Fig. 1: run 1, placement view
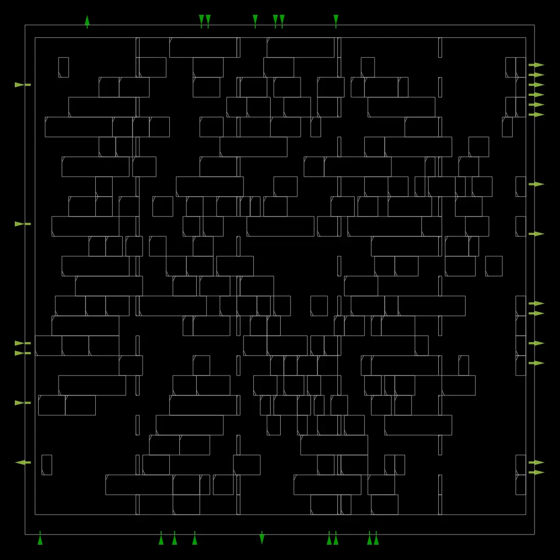
Fig. 2: run 1, wire density map
The die is cut into 14 by 14 equal tiles; black is low, pale yellow is high, scaled to the fullest tile. Values are wire area over tile area, all layers added.
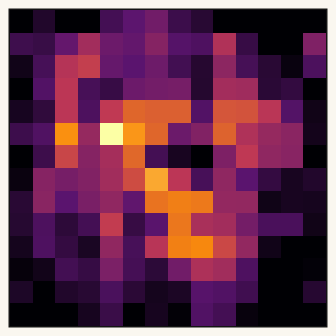
Fig. 3: run 1, gate families picked out
Scale bar: 20 um.
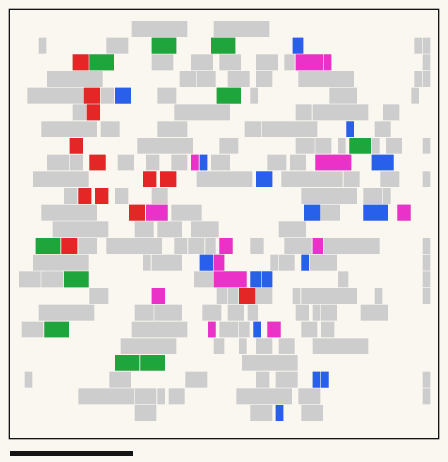
==> config.mk <==
export PLATFORM = sky130hd
export DESIGN_NAME = seq_det_prog
export DESIGN_NICKNAME = d
export VERILOG_FILES = /design/src/rtl/seq_det_pkg.sv /design/src/rtl/sat_counter.sv /design/src/rtl/seq_det_prog.sv
export SDC_FILE = /design/constraint.sdc
export NUM_CORES = 1
export LEC_CHECK = 0
export CAP_MARGIN = 20
export CELL_PAD_IN_SITES_DETAIL_PLACEMENT = 0
export CELL_PAD_IN_SITES_GLOBAL_PLACEMENT = 1
export CORE_MARGIN = 1
export CORE_UTILIZATION = 35
export DETAILED_ROUTE_END_ITERATION = 10
export PLACE_DENSITY_LB_ADDON = 0.1
export SLEW_MARGIN = 40
export SYNTH_ARGS = -nofsm -noshare
export SYNTH_HDL_FRONTEND = slang
export SYNTH_HIERARCHICAL = 1
export SYNTH_SLANG_ARGS = --single-unit
==> constraint.sdc <==
create_clock -name clk -period 2.2 [get_ports clk]
set_input_delay 0.66 -clock clk [delete_from_list [all_inputs] [get_ports clk]]
set_output_delay 0.66 -clock clk [all_outputs]
set_load 0.01 [all_outputs]
==> impl_metrics.json, run 1 <==
{
  "topCellsByArea": "dfrtp_1 (39%), buf_4 (8.0%), mux2_2 (6.3%), ha_1 (5.5%), o22ai_1 (4.3%)",
  "clk_pin_slew_ns": 0.09,
  "pwr-share-seq": 0.483,
  "ys_cells": 159,
  "fin_ws_ns": -0.149,
  "setup_violations": 11,
  "p_int_w": 0.000753,
  "rows": 24,
  "cp_max_fo": 11,
  "slowest_delay_ns": 0.42,
  "io_pins": 36,
  "yosysChipArea_sq_mm": 0.00161,
  "drive_gt1_frac": 0.271,
  "violations": "setup timing",
  "r2r_cells": 13,
  "worstSetupEndpointType": "register",
  "cts_buffers": 3,
  "clkLatencyLatePin_ns": 0.27,
  "dp_hpwl_mm": 2.41,
  "rsz0062_at_grt": "yes",
  "viasPerCell": 4.93,
  "syn_inst": 159,
  "grt_pass1_vias": 1227,
  "p_leak_nw": 0.858,
  "finalNetCount": 219,
  "tns_ns": -1.32,
  "async_flop_share": 1.00,
  "cts-hold-fix-buffers": 0,
  "cts_tree": "yes",
  "status": "finished, violations left",
  "yosysSeqAreaShare": 0.390,
  "drt_pre_antenna_iters": 4,
  "numPortBuffers": 18,
  "syn_to_final_growth_pct": 23.0,
  "overflow": 0,
  "clk_root_buffer_cell": "clkbuf_8",
  "antenna_found_initial": 0,
  "whs_ns": 0.519,
  "drtIter0Drc": 52,
  "netlist_area_sq_mm": 0.00161,
  "grt_max_degree": 32,
  "drc": 0,
  "cts_buffer_depth": 2,
  "critical_path_class": "register to register"
}
About Fig. 1:
FFs & Latches: 25
flop share of the area: 0.317
Util after Layout: 0.450
FILL cells: 443
Tap Cells: 52

About Fig. 2:
tiles over half the peak	13%
nearly empty tiles	16%
fullest tile	0.42
mean over tiles	0.11
densest ninth of the die	center
via count: 1,204
WL/cell: 13.6 um
final wirelength: 3.31 mm
Overall Global Routing Usage: 0.145

About Fig. 3:
family	color	cells
nor cells	magenta	13
and/or cells	red	12
nand cells	blue	16
mux cells	green	10
most numerous logic cell after layout: dfrtp_1
fin cells: 244
fraction of area in multi-input gates: 0.439

==> run 1: layer usage <==
layer	wire, um	up-vias	global-route usage
met4	39	0	0.0400
met2	1670	33	0.257
met5	0	-	0
li1	-	588	-
met1	1510	578	0.186
met3	93	5	0.0174
==> run 1: power by group through the flow <==
stage,Sequential [W],Clock [W],Combinational (W)
2_1_floorplan,0.000515,0,0.000188
4_1_cts,0.000509,0.000288,0.000266
3_3_place_gp,0.000517,0,0.000253
3_5_place_dp,0.000518,0,0.000258
5_1_grt,0.000513,0.000311,0.000296
6_report,0.000508,0.000276,0.000267
==> run 1: synth_stat cells, types with 2 or more instances <==
cell and count:
ha_1 7, mux2_2 9, buf_6 4, nor3_1 3, or2_2 5, nand2_1 8
xor2_1 5, or2b_1 6, nor2_1 6, o32ai_1 2, o22ai_1 11, xnor2_1 6
a21oi_1 3, buf_4 17, dfrtp_1 25, nand3b_1 3, nand3_1 4, o21ai_0 6
inv_1 9
==> run 1: what timing repair did <==
action                     in CTS  in global routing
setup endpoints to repair      11                 12
hold endpoints to repair        0                  0
resized                         5                  5
pin swaps                       1                  3
buffers inserted                2                  0
==> run 1: stage by stage <==
step                      std cells  power, W  setup slack [ns]  instance area, sq um
final                           244   0.00105            -0.149                  1970
after global routing            244   0.00112            -0.255                  1970
after CTS                       245   0.00106            -0.160                  1960
after detailed placement        239  0.000775            -0.363                  1880
after global placement          239  0.000770            -0.360                  1880
after floorplan                 174  0.000704           0.00867                  1680
==> run 1: critical path: cells and delay by family (launching register included) <==
kind / cells / cell delay [ns]
compound gates: 5 / 0.75
simple gates: 4 / 0.33
fa+ha+maj: 2 / 0.44
buf+inv: 2 / 0.29
flops: 1 / 0.42
==> run 1: cells by family after synthesis <==
kind of cell	synth area share
AND/OR/NAND/NOR	0.152
buffers and inverters	0.143
AND-OR/OR-AND	0.129
flip-flops	0.390
XOR/XNOR	0.0600
multiplexers	0.0694
adder cells (fa/ha/maj)	0.0546
other	0.00234
==> run 1: final cells by class <==
| class | instances | area (sq um) | area share |
|---|---|---|---|
| Tap cell | 52 | 65.1 | 0.0330 |
| Timing Repair Buffer | 38 | 334 | 0.169 |
| Clock buffer | 4 | 45.0 | 0.0228 |
| Multi-Input combinational cell | 115 | 867 | 0.439 |
| Inverter | 10 | 37.5 | 0.0190 |
| Sequential cell | 25 | 626 | 0.317 |
--- run 2 (diff from run 1) ---
--- a/config.mk
+++ b/config.mk
@@ -10,6 +10,7 @@
 export CELL_PAD_IN_SITES_GLOBAL_PLACEMENT = 1
 export CORE_MARGIN = 1
 export CORE_UTILIZATION = 35
+export CTS_CLUSTER_DIAMETER = 80
 export DETAILED_ROUTE_END_ITERATION = 10
 export PLACE_DENSITY_LB_ADDON = 0.1
 export SLEW_MARGIN = 40
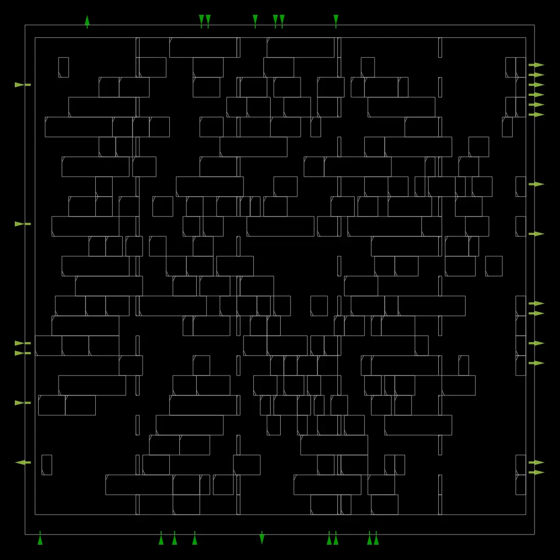
Fig. 4. Placement view (run 2).
row count: 24
core box area: 0.00438 sq mm

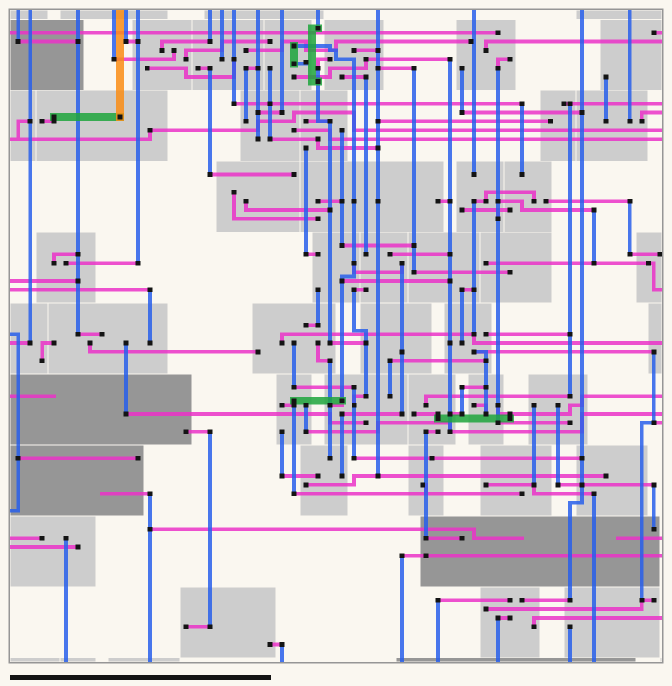
Fig. 5. Layout detail (run 2).
Scale bar: 10 um. Window x 22 to 47, y 8 to 33 um. Cells in gray, sequential cells in the stronger gray; small squares are vias.
layer	color
metal 3	green
metal 2	blue
metal 4	orange
metal 1	magenta
most frequent	buf_4 (4)
sequential cells in the window	3
cells with their middle in the window	42

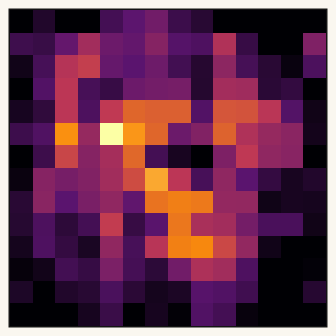
Fig. 6. Wire density map (run 2).
The die is cut into 14 by 14 equal tiles; black is low, pale yellow is high, scaled to the fullest tile. Values are wire area over tile area, all layers added.
tiles over half the peak	13%
fullest tile	0.42
mean over tiles	0.11
densest ninth of the die	center

==> run 2 against run 1 <==
Compared with the run above: the run still ends with setup timing left; cell count is the same; count of clock-buffer cells in the layout unchanged; cell area is the same; synthesized cell count did not move; critical path depth unchanged; sequential power about the same; clock power hardly changed; routed wire length unchanged; global-route usage stayed put; maximum frequency did not move; critical path type unchanged.
==> impl_metrics.json, run 2 <==
{
  "violations": "setup timing",
  "syn_to_final_growth_pct": 23.0,
  "worstSetupEndpointType": "register",
  "dp_hpwl_mm": 2.41,
  "drive_gt1_frac": 0.271,
  "crit_buf_inv": 2,
  "viasPerCell": 4.93,
  "yosysSeqAreaShare": 0.390,
  "pre_cts_ws_ns": -0.363,
  "top_cell": "dfrtp_1",
  "io_pins": 36,
  "clkLatencyLatePin_ns": 0.27,
  "p_leak_nw": 0.858,
  "antenna_found_initial": 0,
  "cts_tree": "yes",
  "async_flop_share": 1.00,
  "critPathTopFamily": "AND-OR/OR-AND gates",
  "syn_inst": 159,
  "numPortBuffers": 18,
  "status": "finished, violations left",
  "wirelength_mm": 3.31,
  "common_cells": "dfrtp_1 (25), buf_4 (17), o22ai_1 (11)",
  "vias": 1204,
  "fin_ws_ns": -0.149,
  "drtIter0Drc": 52,
  "cp_max_fo": 11,
  "cts-hold-fix-buffers": 0,
  "critical_path_class": "register to register",
  "setup_violations": 11,
  "ys_cells": 159
}
==> run 2: cell type report <==
type                       instances  area [sq um]
timing repair buffer              38           334
sequential                        25           626
tap                               52          65.1
inverter                          10          37.5
multi-input combinational        115           867
fill                             443          2410
clock buffer                       4          45.0
==> run 2: repair_timing <==
action | CTS | global route
pin swaps | 1 | 3
setup endpoints to repair | 11 | 12
resized | 5 | 5
buffers inserted | 2 | 0
gates cloned | 0 | 0
==> run 2: cells by family after synthesis <==
| group | synth area share |
|---|---|
| muxes | 0.0694 |
| buffers and inverters | 0.143 |
| other | 0.00234 |
| AOI/OAI and AO/OA | 0.129 |
| DFF | 0.390 |
| adders and majority gates | 0.0546 |
| and+or+nand+nor | 0.152 |
| xor gates and xnor gates | 0.0600 |
==> run 2: stage by stage <==
stage | area, sq um | hold WS (ns) | instances | total power (W)
after global routing | 1970 | 0.545 | 244 | 0.00112
after floorplan | 1680 | 0.466 | 174 | 0.000704
after detailed placement | 1880 | 0.501 | 239 | 0.000775
final | 1970 | 0.519 | 244 | 0.00105
after global placement | 1880 | 0.483 | 239 | 0.000770
after CTS | 1960 | 0.521 | 245 | 0.00106
==> run 2: worst min-delay path: cells and delay by family, from the launching register on <==
kind            cells  cell delay [ns]
flops               1             0.37
compound gates      1             0.06
simple gates        1             0.06
==> run 2: report_power, final <==
| part | leakage [nW] | switching (W) | internal [W] |
|---|---|---|---|
| Clock | 0.0228 | 0.000147 | 0.000130 |
| Combinational | 0.514 | 0.000132 | 0.000136 |
| Sequential | 0.321 | 0.0000208 | 0.000487 |
==> run 2: routing by layer <==
layer,wire length [um],GRT usage
met1,1510,0.186
met2,1670,0.257
met3,93,0.0174
met4,39,0.0400
met5,0,0
No activity file was given, so power comes from the tool's default toggle rates.
